==> src/rtl/scrambler_pkg.sv <==
// Shared constants and beat type for the 64b/66b self-synchronous scrambler.
package scrambler_pkg;

  localparam int LFSR_WIDTH = 58;
  localparam int DATA_WIDTH = 64;
  localparam int TAP_A      = 39;
  localparam int TAP_B      = 58;

  localparam logic [1:0] HDR_DATA = 2'b01;
  localparam logic [1:0] HDR_CTRL = 2'b10;

  typedef struct packed {
    logic [1:0]            hdr;
    logic [DATA_WIDTH-1:0] data;
  } beat_t;

  function automatic logic hdr_is_valid(input logic [1:0] hdr);
    return (hdr == HDR_DATA) || (hdr == HDR_CTRL);
  endfunction

endpackage

==> src/rtl/scrambler_64bit_if.sv <==
// Stream bus for the scrambler: input beat handshake and output beat handshake.
interface scrambler_64bit_if;
  import scrambler_pkg::*;

  logic [DATA_WIDTH-1:0] in_data;
  logic [1:0]            in_hdr;
  logic                  in_valid;
  logic                  in_ready;
  logic                  bypass;
  logic [DATA_WIDTH-1:0] out_data;
  logic [1:0]            out_hdr;
  logic                  out_valid;
  logic                  out_ready;

  modport master (
    output in_data, in_hdr, in_valid, bypass, out_ready,
    input  in_ready, out_data, out_hdr, out_valid
  );

  modport slave (
    input  in_data, in_hdr, in_valid, bypass, out_ready,
    output in_ready, out_data, out_hdr, out_valid
  );

endinterface

==> src/rtl/scrambler_64bit_step.sv <==
// Combinational 64-bit unrolled step of the x^58+x^39+1 self-synchronous scrambler.
module scrambler_64bit_step
  import scrambler_pkg::*;
(
  input  logic [DATA_WIDTH-1:0] data_in,
  input  logic [LFSR_WIDTH-1:0] state,
  input  logic                  bypass,
  output logic [DATA_WIDTH-1:0] data_out,
  output logic [LFSR_WIDTH-1:0] state_next
);

  // h holds the state as the 58 oldest bits, followed by each new output bit,
  // so taps reaching back past bit 0 of the word land in the state.
  function automatic logic [DATA_WIDTH-1:0] scramble(
    input logic [DATA_WIDTH-1:0] d,
    input logic [LFSR_WIDTH-1:0] s
  );
    logic [LFSR_WIDTH+DATA_WIDTH-1:0] h;
    h = '0;
    h[LFSR_WIDTH-1:0] = s;
    for (int i = 0; i < DATA_WIDTH; i++) begin
      h[LFSR_WIDTH+i] = d[i] ^ h[LFSR_WIDTH-TAP_A+i] ^ h[LFSR_WIDTH-TAP_B+i];
    end
    return h[LFSR_WIDTH+DATA_WIDTH-1:LFSR_WIDTH];
  endfunction

  logic [DATA_WIDTH-1:0] scrambled;

  always_comb begin
    scrambled  = scramble(data_in, state);
    data_out   = bypass ? data_in : scrambled;
    // Bypass still feeds the raw payload into the history, so resuming is seamless.
    state_next = data_out[DATA_WIDTH-1 -: LFSR_WIDTH];
  end

endmodule

==> src/rtl/scrambler_64bit.sv <==
// 64b/66b payload scrambler with registered output stage, skid buffer and header error counter.
module scrambler_64bit
  import scrambler_pkg::*;
#(
  parameter logic [LFSR_WIDTH-1:0] SEED = 58'h3FF_FFFF_FFFF_FFFF
) (
  input  logic                  CLK,
  input  logic                  rst_n,
  scrambler_64bit_if.slave      bus,
  input  logic                  seed_load,
  input  logic [LFSR_WIDTH-1:0] seed_value,
  output logic [15:0]           hdr_err_cnt
);

  logic [LFSR_WIDTH-1:0] state_q;
  logic [LFSR_WIDTH-1:0] state_next;
  logic [DATA_WIDTH-1:0] step_data;
  beat_t                 out_q;
  beat_t                 skid_q;
  beat_t                 new_beat;
  logic                  out_valid_q;
  logic                  skid_valid_q;
  logic                  skid_valid_d;
  logic                  in_ready_q;
  logic                  accept;
  logic                  load_out;
  logic [15:0]           err_q;

  scrambler_64bit_step u_step (
    .data_in    (bus.in_data),
    .state      (state_q),
    .bypass     (bus.bypass),
    .data_out   (step_data),
    .state_next (state_next)
  );

  assign accept   = bus.in_valid & in_ready_q;
  assign load_out = ~out_valid_q | bus.out_ready;
  assign new_beat = {bus.in_hdr, step_data};

  // in_ready is low whenever the skid holds a beat, so accept never coincides with a full skid.
  always_comb begin
    skid_valid_d = skid_valid_q;
    if (load_out) begin
      skid_valid_d = 1'b0;
    end else if (accept) begin
      skid_valid_d = 1'b1;
    end
  end

  always_ff @(posedge CLK or negedge rst_n) begin
    if (!rst_n) begin
      state_q <= SEED;
    end else if (seed_load) begin
      state_q <= seed_value;
    end else if (accept) begin
      state_q <= state_next;
    end
  end

  always_ff @(posedge CLK or negedge rst_n) begin
    if (!rst_n) begin
      out_valid_q  <= 1'b0;
      out_q        <= '0;
      skid_valid_q <= 1'b0;
      skid_q       <= '0;
      in_ready_q   <= 1'b0;
    end else begin
      skid_valid_q <= skid_valid_d;
      in_ready_q   <= ~skid_valid_d;
      if (load_out) begin
        if (skid_valid_q) begin
          out_valid_q <= 1'b1;
          out_q       <= skid_q;
        end else begin
          out_valid_q <= accept;
          if (accept) begin
            out_q <= new_beat;
          end
        end
      end else if (accept) begin
        skid_q <= new_beat;
      end
    end
  end

  always_ff @(posedge CLK or negedge rst_n) begin
    if (!rst_n) begin
      err_q <= '0;
    end else if (accept && !hdr_is_valid(bus.in_hdr) && (err_q != 16'hFFFF)) begin
      err_q <= err_q + 16'd1;
    end
  end

  assign bus.in_ready  = in_ready_q;
  assign bus.out_valid = out_valid_q;
  assign bus.out_data  = out_q.data;
  assign bus.out_hdr   = out_q.hdr;
  assign hdr_err_cnt   = err_q;

endmodule

==> src/flat_wrapper.sv <==
// flat-port wrapper written by rule: the top's interface ports become plain ports
module scrambler_64bit_flat import scrambler_pkg::*;
#(
  parameter logic [LFSR_WIDTH-1:0] SEED = 58'h3FF_FFFF_FFFF_FFFF
)
  (CLK, rst_n, seed_load, seed_value, hdr_err_cnt, bus_in_data, bus_in_hdr, bus_in_valid, bus_bypass, bus_out_ready, bus_in_ready, bus_out_data, bus_out_hdr, bus_out_valid);
  scrambler_64bit_if bus_i ();
  input  logic CLK;
  input  logic rst_n;
  input  logic seed_load;
  input  logic [LFSR_WIDTH-1:0] seed_value;
  output logic [15:0] hdr_err_cnt;
  input wire logic [$bits(bus_i.in_data)-1:0] bus_in_data;
  input wire logic [$bits(bus_i.in_hdr)-1:0] bus_in_hdr;
  input wire logic [$bits(bus_i.in_valid)-1:0] bus_in_valid;
  input wire logic [$bits(bus_i.bypass)-1:0] bus_bypass;
  input wire logic [$bits(bus_i.out_ready)-1:0] bus_out_ready;
  output wire logic [$bits(bus_i.in_ready)-1:0] bus_in_ready;
  output wire logic [$bits(bus_i.out_data)-1:0] bus_out_data;
  output wire logic [$bits(bus_i.out_hdr)-1:0] bus_out_hdr;
  output wire logic [$bits(bus_i.out_valid)-1:0] bus_out_valid;
  assign bus_i.in_data = bus_in_data;
  assign bus_i.in_hdr = bus_in_hdr;
  assign bus_i.in_valid = bus_in_valid;
  assign bus_i.bypass = bus_bypass;
  assign bus_i.out_ready = bus_out_ready;
  assign bus_in_ready = bus_i.in_ready;
  assign bus_out_data = bus_i.out_data;
  assign bus_out_hdr = bus_i.out_hdr;
  assign bus_out_valid = bus_i.out_valid;
  scrambler_64bit #(.SEED(SEED)) u_core (.CLK(CLK), .rst_n(rst_n), .bus(bus_i), .seed_load(seed_load), .seed_value(seed_value), .hdr_err_cnt(hdr_err_cnt));
endmodule
==> config.mk <==
export PLATFORM = sky130hd
export DESIGN_NAME = scrambler_64bit_flat
export DESIGN_NICKNAME = d
export VERILOG_FILES = /design/src/rtl/scrambler_pkg.sv /design/src/rtl/scrambler_64bit_if.sv /design/src/rtl/scrambler_64bit_step.sv /design/src/rtl/scrambler_64bit.sv /design/src/flat_wrapper.sv
export SDC_FILE = /design/constraint.sdc
export NUM_CORES = 1
export LEC_CHECK = 0
export ABC_AREA = 1
export CORE_UTILIZATION = 45
export DETAILED_ROUTE_END_ITERATION = 8
export MAX_ROUTING_LAYER = met4
export PLACE_DENSITY = 0.7
export SLEW_MARGIN = 20
export SYNTH_ARGS = -nofsm -noshare
export SYNTH_HDL_FRONTEND = slang
export SYNTH_SLANG_ARGS = --single-unit
==> constraint.sdc <==
create_clock -name CLK -period 4.6 [get_ports CLK]
set_input_delay 0.92 -clock CLK [delete_from_list [all_inputs] [get_ports CLK]]
set_output_delay 0.92 -clock CLK [all_outputs]
set_load 0.1 [all_outputs]
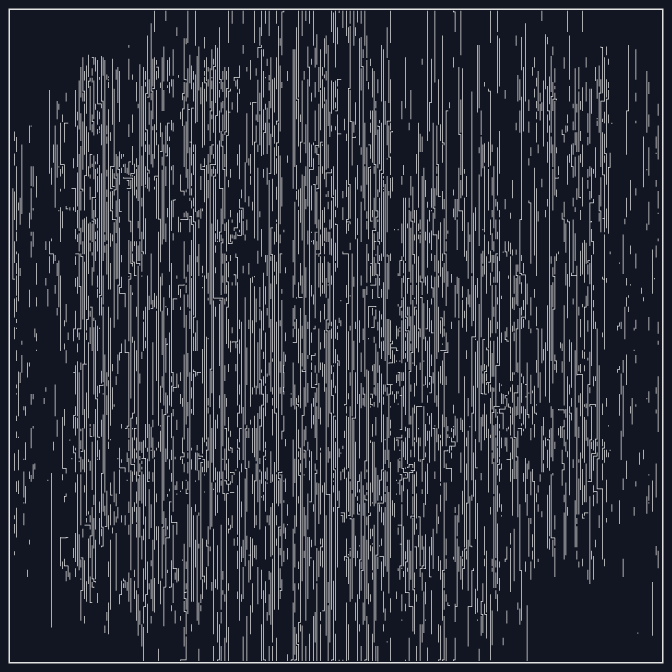
Fig. 1. Signal wires on met2 (run 1).
share of all routed wire: 45%
longest straight run: 80.9 µm
nets with wire on the layer: 1565
main direction: vertical
GR Util met2: 48.4%
total number of vias: 11902
DRT Wirelength: 40200 µm

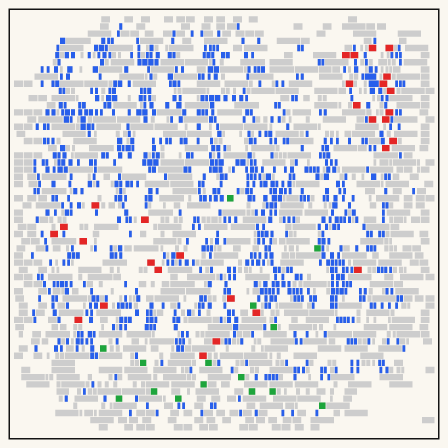
Fig. 2. Selected gate families (run 1).
[green] non-inverting ao/oa cells | cells: 15 | where: bottom middle
[red] xor and xnor cells | cells: 29 | where: spread over the die
[blue] nand cells | cells: 826 | where: spread over the die
fin cells: 2131
most numerous logic cell after layout: nand2_1
Comb/total area: 36.6%

==> flow_summary_export.csv, run 1 <==
group,metric,value,unit
yosys,ys_sh_adder,0.108,%
setup_path,critPathMaxFanout,2,
cells_and_area,area_dominant_class,"combinational gates",
yosys,ys_types,32,
cells_and_area,drive_gt1_share,7.55,%
yosys,netlist_area,0.0116,mm²
final_timing,worst_slew_pin_slew,1.03,ns
setup_path,path_buffers,1,
cells_and_area,signal_buffers,227,
global_routing,grtUsageMet1,42.3,%
yosys,floorplan.nets,1733,
global_routing,use_met3,5.09,%
setup_path,r2r-start,"u_core.state_q[43]",
yosys,simple_gate_area_share,31.5,%
global_routing,antenna_found_initial,0,
hold_path,worstHoldPathType,"flop to flop",
clock_network,htree_levels,1,
clock_network,cts_root_buffer,"clkbuf_16",
die,tap_cells,330,
placement,dpl.cell_count,2087,
final_timing,final.setup.tns,0,ns
cells_and_area,n_all_inverters,158,
yosys,ys_sh_xor,2.19,%
status,status,"finished, final reports clean",
yosys,top_area_share,32.5,%
clock_network,cts_inserted_buffers,24,
setup_path,startpoint,"u_core.bus.out_data[35]",
setup_path,endpoint,"bus_out_data[35]",
setup_path,criticalPathCategory,"flop to output port",
detailed_routing,wl_met1,16700,µm
power,swShare,47.5,%
yosys,edf_count,0,
power,p_sw,4.10,mW
setup_path,crit_path_max_incr_delay,1.17,ns
yosys,ys_cells,1602,
yosys,top_logic_kind,"simple AND/OR/NAND/NOR gates",
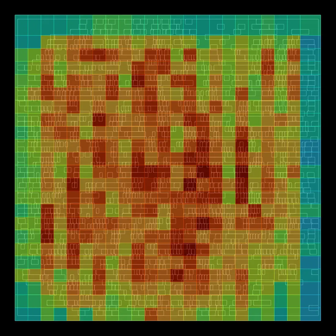
Fig. 3. Routing congestion map (run 1).
GR Util All Layers: 31.9%
grt peak-use layer: met2

## run 1: flip-flops by register name, indices dropped and copies added, names as in the netlist
name / cells
u_core.bus.out_valid: 1
u_core.state_q: 58
u_core.bus.in_ready: 1
u_core.hdr_err_cnt: 16
u_core.bus.out_hdr: 2
u_core.bus.out_data: 64
u_core.skid_q: 66
u_core.skid_valid_q: 1
## run 1: power groups by stage
stage	registers (mW)	clock network (mW)	logic [mW]
floorplan	4.48	0	1.12
global placement	2.79	0	3.90
detailed placement	2.80	0	3.94
CTS	2.78	1.92	3.95
global route	2.84	2.00	4.19
finish	2.78	1.90	3.95
## run 1: tightest hold or removal path, cell delays in order, from the launching register on
cell	delay, ns
dfrtp_1	0.34
nand2_1	0.05
nand2_1	0.05
==> run 2: changes to the inputs <==
- clock period: 4.6 -> 3.15 ns (I/O delays scaled with it)
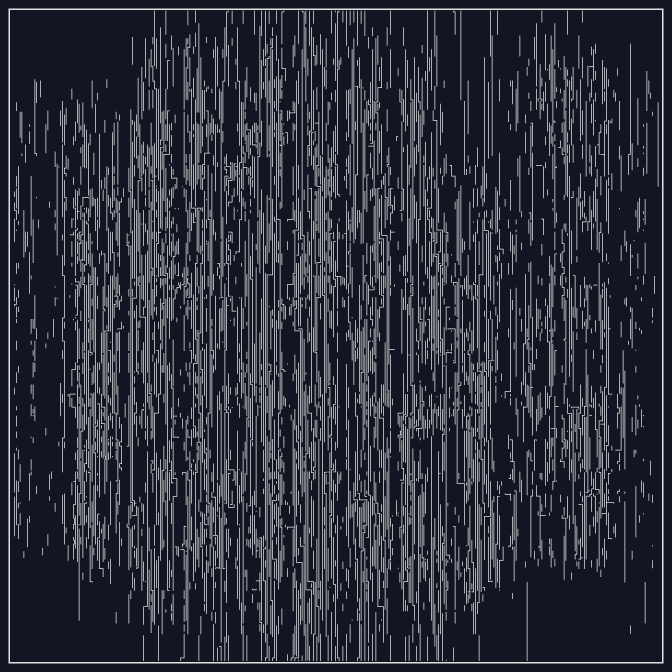
Fig. 4. Signal wires on met2 (run 2).
main direction: vertical
share of all routed wire: 47%
longest straight run: 64.1 µm
wire length on this layer: 18700 µm
DRT Wirelength: 40000 µm
GR Util met2: 50.1%

==> flow_summary_export.csv, run 2 <==
group,metric,value,unit
placement,dpl.cell_count,2097,
cells_and_area,regArea,0.00530,mm²
cells_and_area,fin_cells,2142,
cells_and_area,sh_comb_area,36.7,%
cells_and_area,signal_buffers,237,
cells_and_area,drive_gt1_share,13.1,%
setup_path,crit_arrival,2.48,ns
yosys,netlist_area,0.0116,mm²
setup_path,endpoint,"u_core.bus.out_data[57]",
detailed_routing,antenna_left,0,
cells_and_area,num-clock-buffers,35,
yosys,top_area_share,32.5,%
final_timing,final.setup.tns,0,ns
yosys,avgSynthCellArea,7.25,µm²
clock_network,cts_resized,0,
setup_path,path_buffers,2,
final_timing,worst_slew_pin_slew,0.951,ns
cells_and_area,seq_share,36.0,%
global_routing,antenna_found_initial,0,
setup_path,criticalPathCategory,"flop to flop",
final_timing,finalWorstSetupSlack,1.08,ns
cells_and_area,n_all_inverters,158,
global_routing,grt_pass1_wl,61800,µm
setup_path,critPathMaxFanout,53,
yosys,synthArstFlopShare,100,%
die,die_w,163,µm
setup_path,crit_path_max_incr_delay,0.49,ns
clock_network,htree_levels,1,
yosys,ys_types,32,
setup_path,reg2reg_depth,7,
cells_and_area,n_antenna_cell,0,
clock_network,clock_latency,0.53,ns
yosys,synth-main-ff-cell,"dfrtp_1",
final_timing,setup_violations,0,
cells_and_area,largest_reg_flops,66,
setup_path,cp-start-kind,"flop",
cells_and_area,top_register,"u_core.skid_q",
cells_and_area,layout_top_cell,"nand2_1",
status,status,"finished, final reports clean",
clock_network,cts_inserted_buffers,25,
setup_path,startpoint,"u_core.skid_valid_q",
yosys,ys_cells,1602,
yosys,top_area_cell,"dfrtp_1",
placement,dp_hpwl,29400,µm
clock_network,cts_hold_buffers,0,
final_timing,rsz0062_at_grt,"no",
hold_path,worstHoldPathType,"primary input to async pin",
final_timing,max_slew_margin,36.6,%
cells_and_area,area_dominant_class,"combinational gates",
yosys,yosysWarningCount,0,
clock_network,cts_root_buffer,"clkbuf_16",
clock_network,postCtsSetupRepairBufs,0,
die,tap_cells,330,
setup_path,r2r-start,"u_core.skid_valid_q",
yosys,floorplan.nets,1733,
yosys,edf_count,0,
yosys,top_cells_by_count,"nand2_1 (589), nand3_1 (199), dfrtp_1 (151)",
die,dieArea,0.0265,mm²
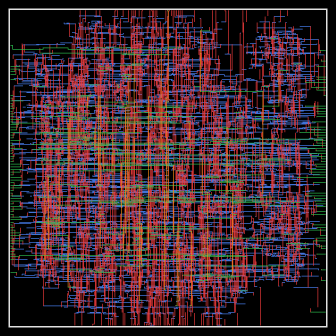
Fig. 5. Metal layers overlaid (run 2).
[red] M2 | wire length: 18700 µm
[orange] M4 | wire length: 1520 µm
[green] M3 | wire length: 3560 µm
[blue] M1 | wire length: 16300 µm
wire per inst: 18.7 µm
GR Util All Layers: 31.5%
total number of vias: 11920

[run 2: metal layers]
metal / wire, µm / vias up / global-route usage [%]
met5: 0 / - / -
met4: 1520 / 0 / 10.8
met3: 3560 / 92 / 5.68
met2: 18700 / 567 / 50.1
met1: 16300 / 5639 / 40.5
li1: - / 5622 / -
[run 2: power breakdown]
| group | switching (mW) | internal, mW |
|---|---|---|
| clock | 1.17 | 1.78 |
| sequential | 0.541 | 3.53 |
| combinational | 4.34 | 1.34 |
[run 2: kinds of logic (layout without fill, tap and decap cells)]
group	count (synthesis)	after routing	share of synthesized area, %
AND-OR/OR-AND	257	257	12.6
flip-flops	209	209	45.6
adder cells (fa/ha/maj)	1	1	0.108
AND/OR/NAND/NOR	876	876	31.5
buffers and inverters	230	440	7.96
XOR/XNOR	29	29	2.19
Power and IR drop assume default switching activity.
